[src/rtl/pla_pkg.sv]
// Shared types and helpers for the PLA OR-plane block.
package pla_pkg;

    // Commit FSM: accept row writes in StIdle, copy shadow to active in StCommit.
    typedef enum logic [0:0] {
        StIdle   = 1'b0,
        StCommit = 1'b1
    } pla_state_e;

    // Row-address width; a single-row plane still needs one address bit.
    function automatic int unsigned addr_w(input int unsigned n);
        if (n <= 1) begin
            return 1;
        end
        return $clog2(n);
    endfunction

endpackage

[src/rtl/pla_or_plane_if.sv]
// Row-configuration channel of the OR plane: valid/ready row writes plus commit.
interface pla_or_plane_if
    import pla_pkg::*;
#(
    parameter int unsigned NUM_TERMS = 5,
    parameter int unsigned ADDR_W    = addr_w(4)
) ();

    logic                 cfg_valid;
    logic                 cfg_ready;
    logic [ADDR_W-1:0]    cfg_addr;
    logic [NUM_TERMS-1:0] cfg_data;
    logic                 cfg_commit;
    logic                 commit_done;
    logic                 cfg_err;

    // Configuring agent.
    modport master (
        output cfg_valid,
        output cfg_addr,
        output cfg_data,
        output cfg_commit,
        input  cfg_ready,
        input  commit_done,
        input  cfg_err
    );

    // OR plane.
    modport slave (
        input  cfg_valid,
        input  cfg_addr,
        input  cfg_data,
        input  cfg_commit,
        output cfg_ready,
        output commit_done,
        output cfg_err
    );

endinterface

[src/rtl/pla_or_row.sv]
// One OR-plane row: OR of the product terms selected by this row's mask.
module pla_or_row #(
    parameter int unsigned NUM_TERMS = 5
) (
    input  logic [NUM_TERMS-1:0] terms_i,
    input  logic [NUM_TERMS-1:0] mask_i,
    output logic                 y_o
);

    // An all-zero mask selects nothing and yields 0.
    always_comb begin
        y_o = |(terms_i & mask_i);
    end

endmodule

[src/rtl/pla_or_plane.sv]
// PLA OR plane with double-buffered row masks. Rows are written into a shadow
// bank and become visible only when a commit copies the whole bank to active.
module pla_or_plane
    import pla_pkg::*;
#(
    parameter int unsigned          NUM_TERMS   = 5,
    parameter int unsigned          NUM_OUTPUTS = 4,
    parameter logic [NUM_TERMS-1:0] INIT_ROW    = NUM_TERMS'(3),
    parameter bit                   REG_OUT     = 1'b1
) (
    input  logic                   clk,
    input  logic                   rst_n,
    input  logic [NUM_TERMS-1:0]   terms,
    output logic [NUM_OUTPUTS-1:0] y,
    pla_or_plane_if.slave          cfg
);

    localparam int unsigned ADDR_W = addr_w(NUM_OUTPUTS);

    typedef logic [NUM_OUTPUTS-1:0][NUM_TERMS-1:0] bank_t;

    pla_state_e state_q, state_d;
    bank_t      shadow_q, shadow_d;
    bank_t      active_q, active_d;
    logic       dirty_q, dirty_d;
    logic       commit_done_q, commit_done_d;
    logic       cfg_err_q, cfg_err_d;

    logic [ADDR_W-1:0]      addr;
    logic                   addr_ok;
    logic                   wr_accept;
    logic [NUM_OUTPUTS-1:0] y_c;

    assign addr = cfg.cfg_addr;

    // Ready only in IDLE and never while reset is held.
    always_comb begin
        cfg.cfg_ready = rst_n && (state_q == StIdle);
        wr_accept     = cfg.cfg_valid && cfg.cfg_ready;
        addr_ok       = (32'(addr) < NUM_OUTPUTS);
    end

    assign cfg.commit_done = commit_done_q;
    assign cfg.cfg_err     = cfg_err_q;

    // Next-state logic for the commit FSM and both mask banks.
    always_comb begin
        state_d       = state_q;
        shadow_d      = shadow_q;
        active_d      = active_q;
        dirty_d       = dirty_q;
        commit_done_d = 1'b0;
        cfg_err_d     = 1'b0;

        case (state_q)
            StIdle: begin
                if (wr_accept) begin
                    if (addr_ok) begin
                        // Loop compare keeps the write in range for any row count.
                        for (int j = 0; j < int'(NUM_OUTPUTS); j++) begin
                            if (addr == ADDR_W'(j)) begin
                                shadow_d[j] = cfg.cfg_data;
                            end
                        end
                        dirty_d = 1'b1;
                    end else begin
                        cfg_err_d = 1'b1;
                    end
                end
                // A same-cycle write lands in shadow_q before the copy edge.
                if (cfg.cfg_commit && (dirty_q || (wr_accept && addr_ok))) begin
                    state_d = StCommit;
                end
            end
            StCommit: begin
                active_d      = shadow_q;
                dirty_d       = 1'b0;
                commit_done_d = 1'b1;
                state_d       = StIdle;
            end
            default: begin
                state_d = StIdle;
            end
        endcase
    end

    // State registers with synchronous active-low reset; reset aborts a pending copy.
    always_ff @(posedge clk) begin
        if (!rst_n) begin
            state_q       <= StIdle;
            shadow_q      <= {NUM_OUTPUTS{INIT_ROW}};
            active_q      <= {NUM_OUTPUTS{INIT_ROW}};
            dirty_q       <= 1'b0;
            commit_done_q <= 1'b0;
            cfg_err_q     <= 1'b0;
        end else begin
            state_q       <= state_d;
            shadow_q      <= shadow_d;
            active_q      <= active_d;
            dirty_q       <= dirty_d;
            commit_done_q <= commit_done_d;
            cfg_err_q     <= cfg_err_d;
        end
    end

    for (genvar j = 0; j < int'(NUM_OUTPUTS); j++) begin : g_row
        pla_or_row #(
            .NUM_TERMS (NUM_TERMS)
        ) u_row (
            .terms_i (terms),
            .mask_i  (active_q[j]),
            .y_o     (y_c[j])
        );
    end

    if (REG_OUT) begin : g_reg_out
        logic [NUM_OUTPUTS-1:0] y_q, y_d;

        // Output stage input is the raw OR-plane result.
        always_comb begin
            y_d = y_c;
        end

        // One-cycle output register, cleared by reset.
        always_ff @(posedge clk) begin
            if (!rst_n) begin
                y_q <= '0;
            end else begin
                y_q <= y_d;
            end
        end

        assign y = y_q;
    end else begin : g_comb_out
        assign y = y_c;
    end

endmodule

[src/flat_wrapper.sv]
// flat-port wrapper written by rule: the top's interface ports become plain ports
module pla_or_plane_flat import pla_pkg::*;
#(
    parameter int unsigned          NUM_TERMS   = 5,
    parameter int unsigned          NUM_OUTPUTS = 4,
    parameter logic [NUM_TERMS-1:0] INIT_ROW    = NUM_TERMS'(3),
    parameter bit                   REG_OUT     = 1'b1
)
  (clk, rst_n, terms, y, cfg_cfg_valid, cfg_cfg_addr, cfg_cfg_data, cfg_cfg_commit, cfg_cfg_ready, cfg_commit_done, cfg_cfg_err);
  pla_or_plane_if #(.NUM_TERMS(NUM_TERMS), .ADDR_W(2)) cfg_i ();
  input  logic clk;
  input  logic rst_n;
  input  logic [NUM_TERMS-1:0] terms;
  output logic [NUM_OUTPUTS-1:0] y;
  input wire logic [$bits(cfg_i.cfg_valid)-1:0] cfg_cfg_valid;
  input wire logic [$bits(cfg_i.cfg_addr)-1:0] cfg_cfg_addr;
  input wire logic [$bits(cfg_i.cfg_data)-1:0] cfg_cfg_data;
  input wire logic [$bits(cfg_i.cfg_commit)-1:0] cfg_cfg_commit;
  output wire logic [$bits(cfg_i.cfg_ready)-1:0] cfg_cfg_ready;
  output wire logic [$bits(cfg_i.commit_done)-1:0] cfg_commit_done;
  output wire logic [$bits(cfg_i.cfg_err)-1:0] cfg_cfg_err;
  assign cfg_i.cfg_valid = cfg_cfg_valid;
  assign cfg_i.cfg_addr = cfg_cfg_addr;
  assign cfg_i.cfg_data = cfg_cfg_data;
  assign cfg_i.cfg_commit = cfg_cfg_commit;
  assign cfg_cfg_ready = cfg_i.cfg_ready;
  assign cfg_commit_done = cfg_i.commit_done;
  assign cfg_cfg_err = cfg_i.cfg_err;
  pla_or_plane #(.NUM_TERMS(NUM_TERMS), .NUM_OUTPUTS(NUM_OUTPUTS), .INIT_ROW(INIT_ROW), .REG_OUT(REG_OUT)) u_core (.clk(clk), .rst_n(rst_n), .terms(terms), .y(y), .cfg(cfg_i));
endmodule
[config.mk]
export PLATFORM = sky130hd
export DESIGN_NAME = pla_or_plane_flat
export DESIGN_NICKNAME = d
export VERILOG_FILES = /design/src/rtl/pla_pkg.sv /design/src/rtl/pla_or_plane_if.sv /design/src/rtl/pla_or_row.sv /design/src/rtl/pla_or_plane.sv /design/src/flat_wrapper.sv
export SDC_FILE = /design/constraint.sdc
export NUM_CORES = 1
export LEC_CHECK = 0
export CORE_UTILIZATION = 40
export CTS_CLUSTER_DIAMETER = 80
export DETAILED_ROUTE_END_ITERATION = 12
export HOLD_SLACK_MARGIN = 0.08
export PLACE_DENSITY_LB_ADDON = 0.1
export SLEW_MARGIN = 20
export SYNTH_ARGS = -nofsm -noshare
export SYNTH_HDL_FRONTEND = slang
export SYNTH_SLANG_ARGS = --single-unit
export TNS_END_PERCENT = 5
[constraint.sdc]
create_clock -name clk -period 1.55 [get_ports clk]
set_clock_uncertainty 0.1 [all_clocks]
set_input_delay 0.155 -clock clk [delete_from_list [all_inputs] [get_ports clk]]
set_output_delay 0.155 -clock clk [all_outputs]
set_load 0.05 [all_outputs]
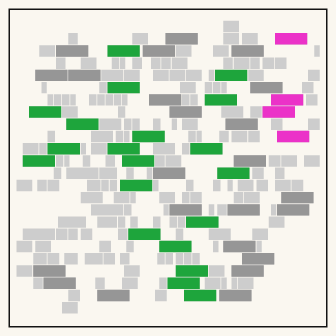
run_1/flops_by_reg.png
[u_core.y] magenta | placed flops: 4
[u_core.shadow_q] green | placed flops: 20
not coloured: 23
register share of the cell area: 41.9%
Flop+latch power: 1.25 mW
area taken by flip-flops and latches: 941 µm²
final core utilization: 50.9%

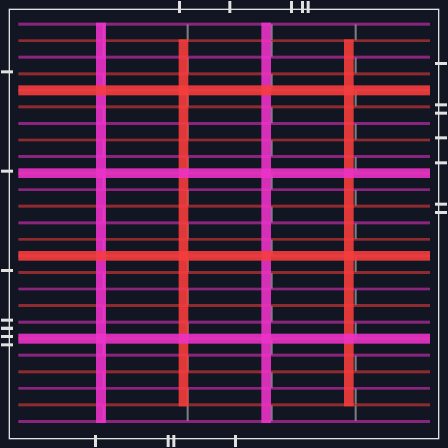
run_1/power_grid.png
Pins as bars on the die edge. Tap cells in grey.
[VDD] red
[VSS] magenta
tap cells: 52
met5 straps: 4
met1 rails: 25

==> summary.txt, run 1 <==
Implementation numbers.

- Global routing used 4.04% of the available met3 tracks.
- The first global-routing pass estimated 7010 µm of wire.
- The required time at the endpoint of the critical path is 1.29 ns.
- The number of max-cap violations is 0.
- Before CTS, the worst setup slack after placement is -0.0375 ns.
- For this configuration, the core starts out at a cell density of 42.3%.
- The run finished with clean final reports.
- The power share of the clock group is 33.4%.
- Recorded from the global router log, the overflow total was 0.
- For reference, the final report shows the hold violation count at 0.
- The number of buffers inserted by port buffering is 21.
- Setup repair after global routing left no endpoint under its margin.
- The count of nets left with antenna violations once routing finished came out at 0.
- The post-CTS setup repair buffer count is 0.
- The chip area in the Yosys report is 1870 µm².
- Sequential elements use 50.4% of the synthesized area.
- Per the detail_route report, DRC violations left total 0.
- The pin count of the biggest net entering global routing is 35.
- The worst setup path is captured at an output pin.
- The number of antenna violations at the first check in global routing is 0.
- In the routed layout, each cell is associated on average with a via count of 5.40.
- For this design, Yosys synthesis ends with a cell count of 188.
- In the layout the commonest cells are 47 x dfxtp_1, 20 x o21ai_1, 20 x mux2i_1, 20 x nand2_1, 15 x clkdlybuf4s50_1.
- The final max-slew violation count is 0.
- The post-synth count of flops with an enable pin is 0.
- The cell count of the worst reg-to-reg path is 4.
- The top-level I/O count is 23.
- The cell family with the largest share of critical-path delay is buffers and inverters.
- At floorplan, the net count of the design was reported as 204.
- The CTS report gives the tree buffer count as 5.
- At the end of the flow, the number of nets in the layout was 229.
- The register-to-register setup slack is 0.19 ns.
- The synthesized area is 1870 µm².
- Summing all placed instances gives a cell area of 2150 µm².
- The average detailed-routed wire length per instance is 15.7 µm.
- The cell sitting at the root of the clock tree is a clkbuf_8.
- On the worst path, the slowest cell contributes a delay of 0.63 ns.
- Per report_power, the combinational group accounts for 12.2% of the total.
- Power attributed to combinational cells is 281 µW.
- After floorplanning, the core was sized to cover 4410 µm².
- The number of unique standard cell types used by synthesis is 28.
- The ratio of final minimum period to clock period is 94.7%.
- The peak supply drop is 519 µV.
- The net switching power of the design is 577 µW.
- The floorplan row count is 24.
- The die is 70.3 µm wide.
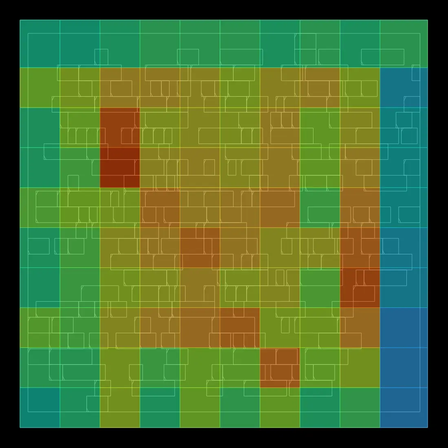
run_1/congestion.png
GR Util All Layers: 18.3%
global route hottest layer: met2

-- run 1: registers in the layout, indices dropped and copies added (netlist names) --
signal,cells
u_core.active_q,20
u_core.cfg.commit_done,1
u_core.dirty_q,1
u_core.shadow_q,20
u_core.state_q,1
u_core.y,4
-- run 1: final cells by class --
| type | instances | area, µm² | area share [%] |
|---|---|---|---|
| Multi-Input combinational cell | 128 | 837 | 37.3 |
| Sequential cell | 47 | 941 | 41.9 |
| Tap cell | 52 | 65.1 | 2.90 |
| Timing Repair Buffer | 31 | 308 | 13.7 |
| Clock inverter | 1 | 8.76 | 0.390 |
| Clock buffer | 7 | 86.3 | 3.84 |
-- run 1: cell families after synthesis --
kind of cell	Yosys count	synth area share (%)
AND-OR/OR-AND	41	13.3
buffers and inverters	13	4.89
multiplexers	20	10.7
flip-flops	47	50.4
AND/OR/NAND/NOR	66	20.5
other	1	0.201
-- run 1: synth_stat cells (2+ instances only) --
cell type	count	area [µm²]
a21boi_1	4	30.0
a21oi_1	8	40.0
a222oi_1	4	40.0
a22oi_1	4	30.0
and2_1	2	12.5
buf_2	4	20.0
buf_4	6	45.0
buf_6	2	22.5
dfxtp_1	47	941
mux2i_1	20	200
nand2_1	20	75.1
nand3_1	12	60.1
nor2_1	2	7.51
nor2b_1	14	87.6
nor3_1	4	20.0
nor3_2	2	20.0
nor4_1	3	18.8
o21ai_1	20	100
-- run 1: how the worst max path moves through the flow --
stage / from / end / depth (start not counted)
after floorplan: u_core.state_q / u_core.state_q / 3
after global placement: rst_n / u_core.shadow_q[9] / 5
after detailed placement: rst_n / u_core.shadow_q[10] / 5
after CTS: rst_n / cfg_cfg_ready / 3
after global routing: rst_n / cfg_cfg_ready / 3
final: rst_n / cfg_cfg_ready / 3
run_1/placement_by_type.png
The bar under the picture is 20 µm long.
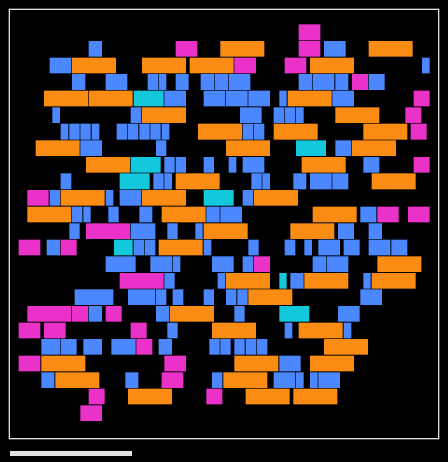

--- run 2 (diff from run 1) ---
Settings changed: CORE_UTILIZATION 40 to 54.
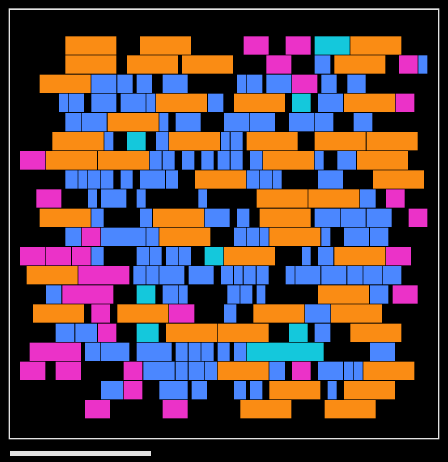
run_2/placement_by_type.png
The bar under the picture is 20 µm long.
[sequential cells] orange | cells: 47 | share of their area: 44%
[combinational and other logic] blue | cells: 128 | share of their area: 39%
[clock drivers and dummy loads] cyan | cells: 8 | share of their area: 4.2%
[remaining buffers and delay cells] magenta | cells: 29 | share of their area: 14%
register share of the cell area: 42.5%
final core utilization: 70.3%
number of core rows: 20
core region area: 3150 µm²
Post-Layout Inst Area: 2220 µm²

==> run 2 against run 1 <==
Against the previous run:
- register-to-register slack improved by 0.05 ns
- utilization rose by 19 points
- die size shrank 25%
- combinational power hardly changed
- critical path type is now reg -> out
- critical endpoint unchanged
==> summary.txt, run 2 <==
Implementation numbers.

- The register-to-register setup slack is 0.24 ns.
- The number of buffers inserted by port buffering is 21.
- The number of buffers created by CTS is 5.
- Setup repair after global routing left no endpoint under its margin.
- The tree is rooted in a clkbuf_4.
- The delay of the slowest cell on the worst path is 0.36 ns.
- Counting cells, the worst reg-to-reg path comes to 5.
- The synthesis stats list as the most numerous cell dfxtp_1.
- The sort of element at the start of the critical path is a flip-flop.
- The synthesized area is 1870 µm².
- Per the detail_route report, routed wire per instance is 15.1 µm.
- The post-synthesis cell count from yosys is 188.
- The wire length of the first global-routing pass is 6390 µm.
- The proportion of netlist area held by the largest area contributor is 50.4%.
- The remaining antenna violation count is 0.
- In the final report, the number of pins over their slew limit comes to 0.
- The power share of the combinational group is 12.0%.
- The critical path depth in cells is 3.
- The remaining global-route overflow is 0.
- Counting instances in the post-synthesis netlist gives the leading cell types as 47 x dfxtp_1, 20 x mux2i_1, 20 x nand2_1, 20 x o21ai_1, 14 x nor2b_1.
- The aggregate global-route resource usage is 24.1%.
- For this run, the detailed router reports a per-instance via density of 5.70.
- The portion of synthesized area spent on multiplexers is 10.7%.
- The synthesized netlist devotes 0% of its cell area to adder and majority cells.
- The net switching power in the latest report is 569 µW.
- The run finished with clean final reports.
- In the layout the commonest cells are 47 x dfxtp_1, 20 x o21ai_1, 20 x mux2i_1, 20 x nand2_1, 15 x clkdlybuf4s50_1.
- Per the post-place timing report, worst setup slack is -0.0853 ns.
- The final hold violation count is 0.
- The post-synth net total is 204.
- The element type at the critical path end is an output pin.
- The clock network burns 34.0% of the power.
- The top-level I/O count is 23.
- For reference, compound AND-OR and OR-AND cells occupy 13.3% of the area reported after synthesis.
- The cell family with the largest share of critical-path delay is flip-flops.
- The xor-xnor portion of the synthesized cell area is 0%.
- Per the detailed placement report, the placed cell area equals 2120 µm².
- In the Yosys stats the netlist draws on 28 distinct library cells.
- The post-synth tally of flip-flops with integrated enable is 0.
- The area recorded from the Yosys report for this design is 1870 µm².
- Before placement the cells fill 59.2% of the core.
- Hold is met by 0.243 ns.
- Per the synthesis report, the simple-gate share of the synthesized area is 20.5%.
- The main logic family after synthesis is simple AND/OR/NAND/NOR gates.
- In the post-synthesis netlist, the biggest area contributors are dfxtp_1 50%, mux2i_1 11%, o21ai_1 5.4%.
- The routed wire length is 3870 µm.
- The horizontal die size is 60.8 µm.
- The number of max-cap violations is 0.
- The net count reported at finish is 227.
- The peak supply drop is 554 µV.
- Sequential cells were found to cover 50.4% of the synthesized design area.
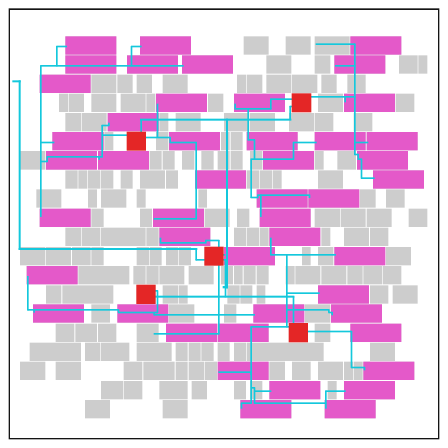
run_2/clk_routes.png
[flip-flops] magenta | count: 47
[clock wires] cyan | length: 498 µm
[clock drivers] red | count: 5
flops lie: spread over the die

[run 2: cell counts after synthesis]
No cell type changed its count.
[run 2: cell families after synthesis]
| logic type | Yosys count |
|---|---|
| compound gates | 41 |
| mux | 20 |
| buf+inv | 13 |
| simple gates | 66 |
| other cells | 1 |
| flops | 47 |
[run 2: power by group through the flow]
| stage | sequential, mW | combinational [mW] | clock (mW) |
|---|---|---|---|
| after CTS | 1.25 | 0.278 | 0.794 |
| final | 1.25 | 0.278 | 0.788 |
| after detailed placement | 1.28 | 0.277 | 0 |
| after global routing | 1.26 | 0.296 | 0.849 |
| after floorplan | 1.30 | 0.142 | 0 |
| after global placement | 1.28 | 0.272 | 0 |
[run 2: how the worst max path moves through the flow]
stage	slack (ns)	endpoint	start
6_report	0.07	cfg_cfg_ready	u_core.state_q
5_1_grt	0.007	cfg_cfg_ready	u_core.state_q
4_1_cts	0.06	cfg_cfg_ready	u_core.state_q
3_5_place_dp	-0.09	u_core.shadow_q[7]	rst_n
3_3_place_gp	0.02	u_core.shadow_q[8]	rst_n
2_1_floorplan	0.008	u_core.state_q	u_core.state_q
[run 2: per-layer routing]
metal	vias up	wire [µm]	GRT usage, %
li1	715	-	-
met1	692	1710	31.4
met2	47	1890	38.9
met3	4	229	6.40
met4	0	47	7.79
met5	-	0	0
[run 2: final cells by class]
class | instances | area [µm²] | share of cell area [%]
Multi-Input combinational cell | 128 | 837 | 37.8
Tap cell | 44 | 55.1 | 2.48
Clock buffer | 6 | 51.3 | 2.32
Clock inverter | 2 | 38.8 | 1.75
Sequential cell | 47 | 941 | 42.5
Timing Repair Buffer | 29 | 293 | 13.2
[run 2: timing repair]
item,4_1_cts,5_1_grt
endpoints found under the setup margin,1,0
buffers inserted,0,0
resized,1,0
No activity file was given, so power comes from the tool's default toggle rates.
